Close-up of the layout:
Window x 14 to 54, y 83 to 123 µm. Cells in grey, sequential cells in the stronger grey; small squares are vias.
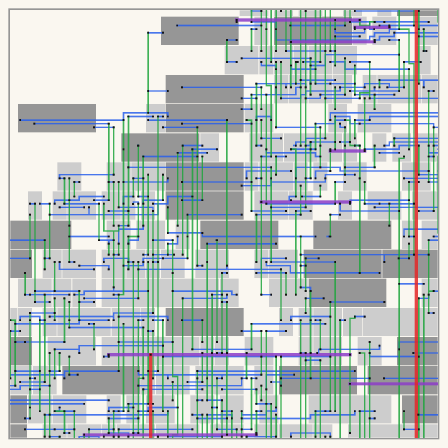
Wires at chosen ports, followed through buffers:
Scale bar: 50 µm.
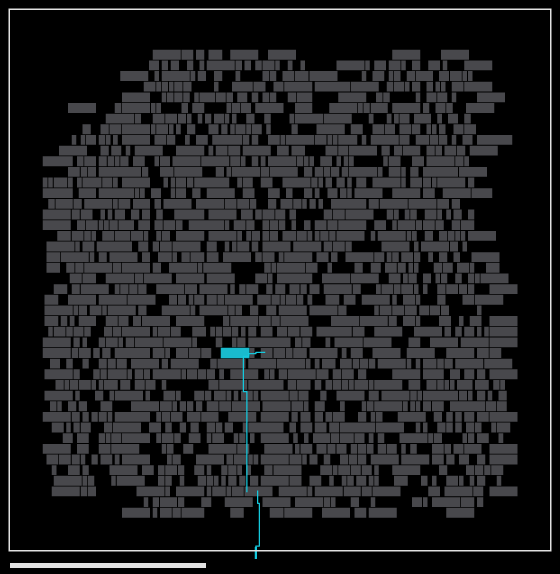
Routed metal, one colour a layer:
Only two layers are drawn.
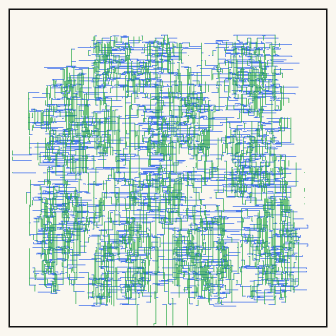
Sequential cells grouped by signal name:
Scale bar: 50 µm.
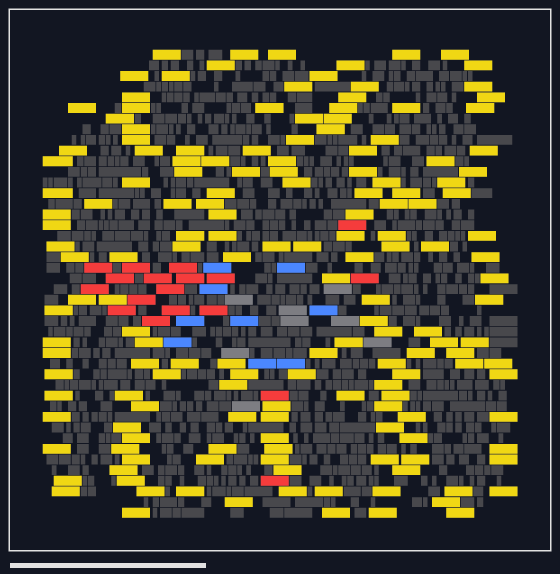
==> config.mk <==
export PLATFORM = sky130hd
export DESIGN_NAME = key_encoder
export DESIGN_NICKNAME = d
export VERILOG_FILES = /design/src/rtl/piano_pkg.sv /design/src/rtl/key_debounce.sv /design/src/rtl/key_encoder.sv
export SDC_FILE = /design/constraint.sdc
export NUM_CORES = 1
export LEC_CHECK = 0
export CAP_MARGIN = 5
export CORE_MARGIN = 8
export CORE_UTILIZATION = 62
export DETAILED_ROUTE_END_ITERATION = 16
export HOLD_SLACK_MARGIN = 0.15
export PLACE_DENSITY = 0.79
export SETUP_SLACK_MARGIN = 0.15
export SKIP_CTS_REPAIR_TIMING = 1
export SLEW_MARGIN = 30
export SYNTH_ARGS = -nofsm -noshare
export SYNTH_HDL_FRONTEND = slang
export SYNTH_SLANG_ARGS = --single-unit
==> constraint.sdc <==
create_clock -name clk -period 2.1 [get_ports clk]
set_input_delay 0.63 -clock clk [delete_from_list [all_inputs] [get_ports clk]]
set_output_delay 0.63 -clock clk [all_outputs]
set_load 0.1 [all_outputs]
==> impl_metrics.csv <==
group,metric,value,unit
synth,mux_area_frac,0.01955,
synth,edf_count,0,
final_timing,tightest_slew,0.6078,ns
floorplan,fp_util,0.6340,
final_timing,finalHoldWorstSlack,0.4144,ns
layout,fin_area,10580,µm²
final_timing,fin_setup_tns,0,ns
final_timing,finalCriticalPeriod,1.880,ns
floorplan,chipArea,19020,µm²
global_route,grt_use_met1,0.2610,
global_route,grtUsageMet2,0.3366,
layout,syn2layout_area_growth,14.80,%
clock_tree,cts_root_buffer,"clkbuf_16",
global_route,grt_max_degree,19,
place,dpl.hpwl,13010,µm
drt,met3_length,668,µm
layout,final_common_cell,"dfxtp_1",
layout,final_nets,1148,
drt,drt_iter0_markers,393,
synth,avgSynthCellArea,8.571,µm²
min_path,hold_class,"reg -> reg",
clock_tree,clockBufferDepth,2,
global_route,grt_pass1_wl,32140,µm
critical_path,setup.worst_path.end_class,"flop",
critical_path,slowest_delay,0.48,ns
final_timing,fmax,0.5319,GHz
synth,yosysMostFrequentCell,"dfxtp_1",
synth,floorplan.nets,1095,
synth,yosys_warnings,0,
synth,area_leaders,"dfxtp_1 43%, nor2_1 6.9%, xnor2_1 5.6%",
drt,wl_met2,8943,µm
synth,xor_share,0.1046,
floorplan,core_area,14530,µm²
flow_run,tool_warnings,26,
critical_path,cp-start-kind,"flop",
pwr,power,7.114,mW
layout,largest_register_ffs,162,
layout,drive_gt1_frac,0.1219,
global_route,grt_use_met3,0.04058,
critical_path,crit_family,"simple AND/OR/NAND/NOR gates",
min_path,holdPathStages,1,
synth,yosysTopAreaCellShare,0.4280,
synth,synthFlopType,"dfxtp_1",
drt,drt-met1-wl,8920,µm
critical_path,crit_chain,"nand4_1 > or3_4 > or2_1 > nor2b_4 > a211oi_2",
synth,yosysChipArea,9214,µm²
critical_path,crit_arrival,2.24,ns
floorplan,die-height,137.9,µm
final_timing,maxSlewViolCount,0,
clock_tree,cts_tree,"built",
layout,fill_cells,1114,
synth,aoi_share,0.08677,
drt,route.detailed.drc,0,
critical_path,r2r_setup_slack,0.22,ns
final_timing,maxSlewHeadroom,0.5910,
drt,first_pass_iters,5,
critical_path,cp.buffers_inverters,0,
place,placed_cells,1293,
global_route,grt.busiest_layer,"met2",
final_timing,timing_hold_violations_final,0,
clock_tree,numClockSinks,197,
final_timing,rsz0062_at_grt,"false",
place,place_ws,-0.04254,ns
floorplan,die_w,137.9,µm
synth,async_flop_share,0,
synth,yosysTopAreaCell,"dfxtp_1",
layout,fin_util,0.7278,
status,status,"finished, final reports clean",
Back to the opening pictures, 'close-up of the layout':
Blue stands for M1. Red stands for M4. Green stands for M2. Purple stands for M3.
Most frequent: nor2_1 (23), dfxtp_1 (19), nand2_1 (9). Sequential cells in the window: 19. 121 logic cells have their middle in the window.

Back to the opening pictures, 'wires at chosen ports, followed through buffers':
Cyan stands for p2, direction output, edge bottom, end cells 1, buffers 1, wire 58.3 µm.
Port Buffers: 17
# IOs: 18

Back to the opening pictures, 'routed metal, one colour a layer':
Green stands for M2, wire length 8940 µm. Blue stands for M1, wire length 8920 µm.
WL per Instance: 14.15 µm
total track usage: 0.2040
Post-Route WL: 18740 µm
via count: 7696

Back to the opening pictures, 'sequential cells grouped by signal name':
Red stands for g_key.u_db.sync_q, sequential cells 18. Blue stands for g_key.u_db.state_n_q, sequential cells 9, where centre. Yellow stands for g_key.u_db.cnt_q, sequential cells 162, where spread over the die.
Another 8 sequential cells are not coloured.
sequential share of cell area: 0.3731
FF+latch area: 3946 µm²

worst reg2reg max path: stages, from the launching register on:
cell and delay (ns):
dfxtp_1 0.45, nand4_1 0.23, or3_4 0.48, or2_1 0.29, nor2b_4 0.15, a211oi_2 0.19
cell type report:
cell class                      instances  area, µm²  share of cell area
Clock buffer                           21      460.4             0.04353
Sequential cell                       197       3946              0.3731
Tap cell                              184      230.2             0.02176
Timing Repair Buffer                   66      645.6             0.06104
Inverter                               12      45.04            0.004258
Multi-Input combinational cell        834       5127              0.4847
Clock inverter                         10      122.6             0.01159
report_power, final:
part	internal [mW]	total (mW)	switching, mW
Combinational	0.0605	0.115	0.0546
Sequential	3.76	3.77	0.0129
Clock	1.82	3.23	1.41
No activity file was given, so power comes from the tool's default toggle rates.
